**src/rtl/mul_seq_ctrl_if.sv**
```systemverilog
// Start/busy/done handshake bundle for the sequential multiplier.
// master drives operands and start; slave returns status and product.
interface mul_seq_ctrl_if #(
  parameter int N = 8
);
  logic           start;
  logic [N-1:0]   a;
  logic [N-1:0]   b;
  logic           busy;
  logic           done;
  logic [2*N-1:0] p;

  modport master (
    output start, a, b,
    input  busy, done, p
  );

  modport slave (
    input  start, a, b,
    output busy, done, p
  );
endinterface

```
**src/rtl/mul_seq_ctrl.sv**
```systemverilog
// Iterative shift-add multiplier: one N-bit add per cycle, 2N-bit product.
// Optional MUL_SEQ_EARLY_TERM_EN stops once the remaining multiplier bits are zero.
module mul_seq_ctrl #(
  parameter int N  = 8,
  parameter int CW = 4
) (
  input  logic           clk,
  input  logic           rst,
  mul_seq_ctrl_if.slave  bus
);

  typedef enum logic [1:0] {
    IDLE,
    RUN,
    DONE
  } state_e;

  state_e         state_q, state_d;
  logic [N-1:0]   mcand_q, mcand_d;
  logic [2*N-1:0] acc_q, acc_d;
  logic [2*N-1:0] p_q, p_d;
  logic [CW-1:0]  cnt_q, cnt_d;
  logic [N:0]     sum;
  logic           accept;

`ifdef MUL_SEQ_EARLY_TERM_EN
  logic [N-1:0]   rem;
  logic [CW-1:0]  shamt;
`endif

  always_comb begin
    state_d = state_q;
    mcand_d = mcand_q;
    acc_d   = acc_q;
    p_d     = p_q;
    cnt_d   = cnt_q;
    accept  = bus.start && (state_q != RUN);
    sum     = {1'b0, acc_q[2*N-1:N]}
            + {1'b0, (acc_q[0] ? mcand_q : {N{1'b0}})};
`ifdef MUL_SEQ_EARLY_TERM_EN
    rem     = acc_q[N-1:0] & ({N{1'b1}} >> cnt_q);
    shamt   = CW'(N) - cnt_q;
`endif

    unique case (state_q)
      IDLE, DONE: begin
        if (accept) begin
          state_d = RUN;
          mcand_d = bus.a;
          acc_d   = {{N{1'b0}}, bus.b};
          cnt_d   = '0;
        end else begin
          state_d = IDLE;
        end
      end
      RUN: begin
        // carry of the add lands in the top bit as the register shifts right
        acc_d = {sum, acc_q[N-1:1]};
        cnt_d = cnt_q + 1'b1;
        if (cnt_q == CW'(N - 1)) begin
          state_d = DONE;
        end
`ifdef MUL_SEQ_EARLY_TERM_EN
        if (rem == '0) begin
          acc_d   = acc_q >> shamt;
          state_d = DONE;
        end
`endif
        if (state_d == DONE) begin
          p_d = acc_d;
        end
      end
      default: state_d = IDLE;
    endcase
  end

  always_ff @(posedge clk) begin
    if (rst) begin
      state_q <= IDLE;
      mcand_q <= '0;
      acc_q   <= '0;
      p_q     <= '0;
      cnt_q   <= '0;
    end else begin
      state_q <= state_d;
      mcand_q <= mcand_d;
      acc_q   <= acc_d;
      p_q     <= p_d;
      cnt_q   <= cnt_d;
    end
  end

  assign bus.busy = (state_q == RUN);
  assign bus.done = (state_q == DONE);
  assign bus.p    = p_q;

endmodule

```
**src/flat_wrapper.sv**
```systemverilog
// flat-port wrapper written by rule: the top's interface ports become plain ports
module mul_seq_ctrl_flat 
#(
  parameter int N  = 8,
  parameter int CW = 4
)
  (clk, rst, bus_start, bus_a, bus_b, bus_busy, bus_done, bus_p);
  mul_seq_ctrl_if #(.N(N)) bus_i ();
  input  logic clk;
  input  logic rst;
  input wire logic [$bits(bus_i.start)-1:0] bus_start;
  input wire logic [$bits(bus_i.a)-1:0] bus_a;
  input wire logic [$bits(bus_i.b)-1:0] bus_b;
  output wire logic [$bits(bus_i.busy)-1:0] bus_busy;
  output wire logic [$bits(bus_i.done)-1:0] bus_done;
  output wire logic [$bits(bus_i.p)-1:0] bus_p;
  assign bus_i.start = bus_start;
  assign bus_i.a = bus_a;
  assign bus_i.b = bus_b;
  assign bus_busy = bus_i.busy;
  assign bus_done = bus_i.done;
  assign bus_p = bus_i.p;
  mul_seq_ctrl #(.N(N), .CW(CW)) u_core (.clk(clk), .rst(rst), .bus(bus_i));
endmodule
```
**config.mk**
```make
export PLATFORM = sky130hd
export DESIGN_NAME = mul_seq_ctrl_flat
export DESIGN_NICKNAME = d
export VERILOG_FILES = /design/src/rtl/mul_seq_ctrl_if.sv /design/src/rtl/mul_seq_ctrl.sv /design/src/flat_wrapper.sv
export SDC_FILE = /design/constraint.sdc
export NUM_CORES = 1
export LEC_CHECK = 0
export CORE_UTILIZATION = 45
export DETAILED_ROUTE_END_ITERATION = 10
export GPL_ROUTABILITY_DRIVEN = 0
export PLACE_DENSITY = 0.7
export SYNTH_ARGS = -nofsm -noshare
export SYNTH_HDL_FRONTEND = slang
export SYNTH_SLANG_ARGS = --single-unit
export TNS_END_PERCENT = 100
```
**constraint.sdc**
```tcl
create_clock -name clk -period 3.8 [get_ports clk]
set_clock_uncertainty 0.05 [all_clocks]
set_input_delay 0.38 -clock clk [delete_from_list [all_inputs] [get_ports clk]]
set_output_delay 0.38 -clock clk [all_outputs]
set_load 0.005 [all_outputs]
```
Run 1, track usage over the die:
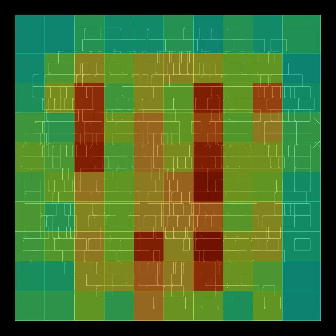
met2 GRT Util: 0.3216
WL/cell: 13.29 um
GRT Overall Usage: 0.2004
grt peak-use layer: met2

Run 1, clock wires, drivers and flops:
Scale: 6 px per um.
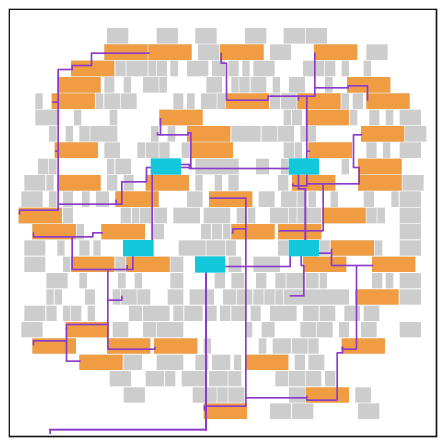
[flip-flops] orange | count: 46
[clock wires] purple | length: 526 um
[clock-net drivers] cyan | count: 5
routed clock nets: 6
flops lie: widely spread
Latency at later pin: 0.30 ns
clock power share: 0.378
clock-net power: 0.000359 W

Run 1, wiring by layer:
Scale: 4 px per um.
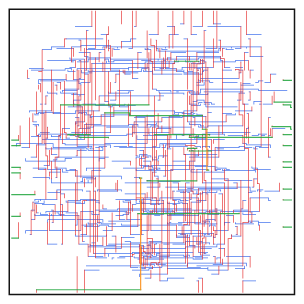
[M1] blue | wire length: 2270 um
[M4] orange | wire length: 38.1 um
[M2] red | wire length: 1990 um
[M3] green | wire length: 220 um

==> flow_metrics.py, run 1 <==
# Flow results
metrics = {
    "logic_synthesis": {
        "synth-edff-count": 0,
        "ys_warn_count": 0,
        "seq_area_frac_synth": 0.4304,
        "topCellsByArea": "dfxtp_1 (43%), a21oi_1 (9.1%), nand2_1 (8.4%)",
    },
    "worst_setup_path": {
        "critical_path_class": "reg -> reg",
        "cp_slowest_cell": "a2111o_1",
        "endpoint": "u_core.bus.p[13]",
    },
    "sta": {
        "fin_ws_ns": 1.567,
        "tightest_slew_ns": 0.9806,
    },
    "power": {
        "p_per_area_nw_per_um2": 362.2,
    },
    "layout": {
        "buffer_area_frac": 0.1460,
        "largest_class": "logic gates",
        "clock_tree_area_fraction": 0.04198,
        "nNonClkBuffers": 39,
        "sh_comb_area": 0.4318,
    },
    "status": {
        "violations": "DRC",
        "status": "finished with violations",
    },
    "floorplan": {
        "die_area_um2": 5035,
        "core-area_um2": 4474,
    },
    "worst_hold_path": {
        "hp-class": "reg -> reg",
    },
    "route": {
        "drc_errors": 2,
    },
    "place": {
        "dpl_cell_area_um2": 2512,
        "pre_cts_ws_ns": 1.576,
    },
    "clock_tree": {
        "clkSinkCount": 46,
    },
    "job": {
        "maxCapViolCount": 0,
    },
}
## Run 2: what changed since run 1
--- a/config.mk
+++ b/config.mk
@@ -8,7 +8,7 @@
 export CORE_UTILIZATION = 45
 export DETAILED_ROUTE_END_ITERATION = 10
 export GPL_ROUTABILITY_DRIVEN = 0
-export PLACE_DENSITY = 0.7
+export PLACE_DENSITY = 0.72
 export SYNTH_ARGS = -nofsm -noshare
 export SYNTH_HDL_FRONTEND = slang
 export SYNTH_SLANG_ARGS = --single-unit
==> constraint.sdc (replaced) <==
create_clock -name clk -period 1.9 [get_ports clk]
set_clock_uncertainty 0.05 [all_clocks]
set_input_delay 0.19 -clock clk [delete_from_list [all_inputs] [get_ports clk]]
set_output_delay 0.19 -clock clk [all_outputs]
set_load 0.005 [all_outputs]
==> flow_metrics.py, run 2 <==
# Flow results
metrics = {
    "status": {
        "status": "finished with violations",
        "violations": "DRC, setup timing",
    },
    "sta": {
        "fin_crit_sh": 1.001,
        "max_freq_ghz": 0.5259,
        "tightest_slew_ns": 0.3656,
        "slew-limit-headroom": 0.7563,
        "fin_ws_ns": -0.001515,
        "final-setup-viol-count": 1,
    },
    "route": {
        "drc_errors": 3,
        "route.detailed.wl_per_inst_um": 14.20,
    },
    "clock_tree": {
        "worstSkewPairLatency_ns": 0.31,
        "cts_resized": 13,
        "clkSinkCount": 46,
        "htree_num_levels": 2,
        "cts_tree": "built",
    },
    "global_routing": {
        "use_met1": 0.2916,
        "grtUsageTotal": 0.2203,
        "use_met2": 0.3568,
        "grt_busiest_layer": "met2",
    },
    "power": {
        "p_clk_frac": 0.338,
        "p_per_area_nw_per_um2": 635.8,
        "pg_clk_w": 0.000618,
        "power_switching_w": 0.0004761,
        "ir_worst_vdd_mv": 0.3769,
    },
    "worst_setup_path": {
        "endpoint": "u_core.acc_q[14]",
        "rrSetupSlack_ns": -0.002,
    },
    "logic_synthesis": {
        "ys_warn_count": 0,
        "floorplan.nets": 286,
        "synth-edff-count": 0,
        "syn_inst": 257,
        "seq_area_frac_synth": 0.4304,
        "ys_async_sr_fraction": 0,
    },
    "layout": {
        "fin_area_um2": 2875,
        "sh_comb_area": 0.4230,
        "drive_gt1_frac": 0.1827,
        "comb_cells": 192,
        "buffer_area_frac": 0.1958,
        "clock_tree_area_fraction": 0.03264,
        "largest_class": "logic gates",
    },
    "floorplan": {
        "die_area_um2": 5035,
        "core-area_um2": 4474,
    },
    "place": {
        "dpl_cell_area_um2": 2684,
        "pre_cts_ws_ns": -0.08204,
    },
    "worst_hold_path": {
        "hp-class": "in -> reg",
        "worstHoldEndpoint": "u_core.mcand_q[2]",
    },
    "job": {
        "maxCapViolCount": 0,
    },
}
Run 2, signal wires on met3:
Scale: 4 px per um.
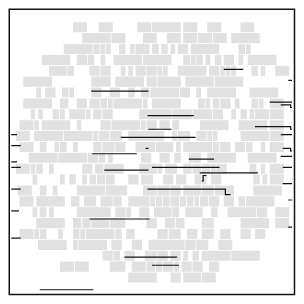
wire length on this layer: 228 um
main direction: horizontal
nets with wire on the layer: 29
longest straight run: 19.3 um
share of all routed wire: 4.4%
routed via count: 1993
final WL: 5.167 mm
met3 global-route usage: 0.04843

Power figures rest on the tool's default switching activity, not on a simulated workload.
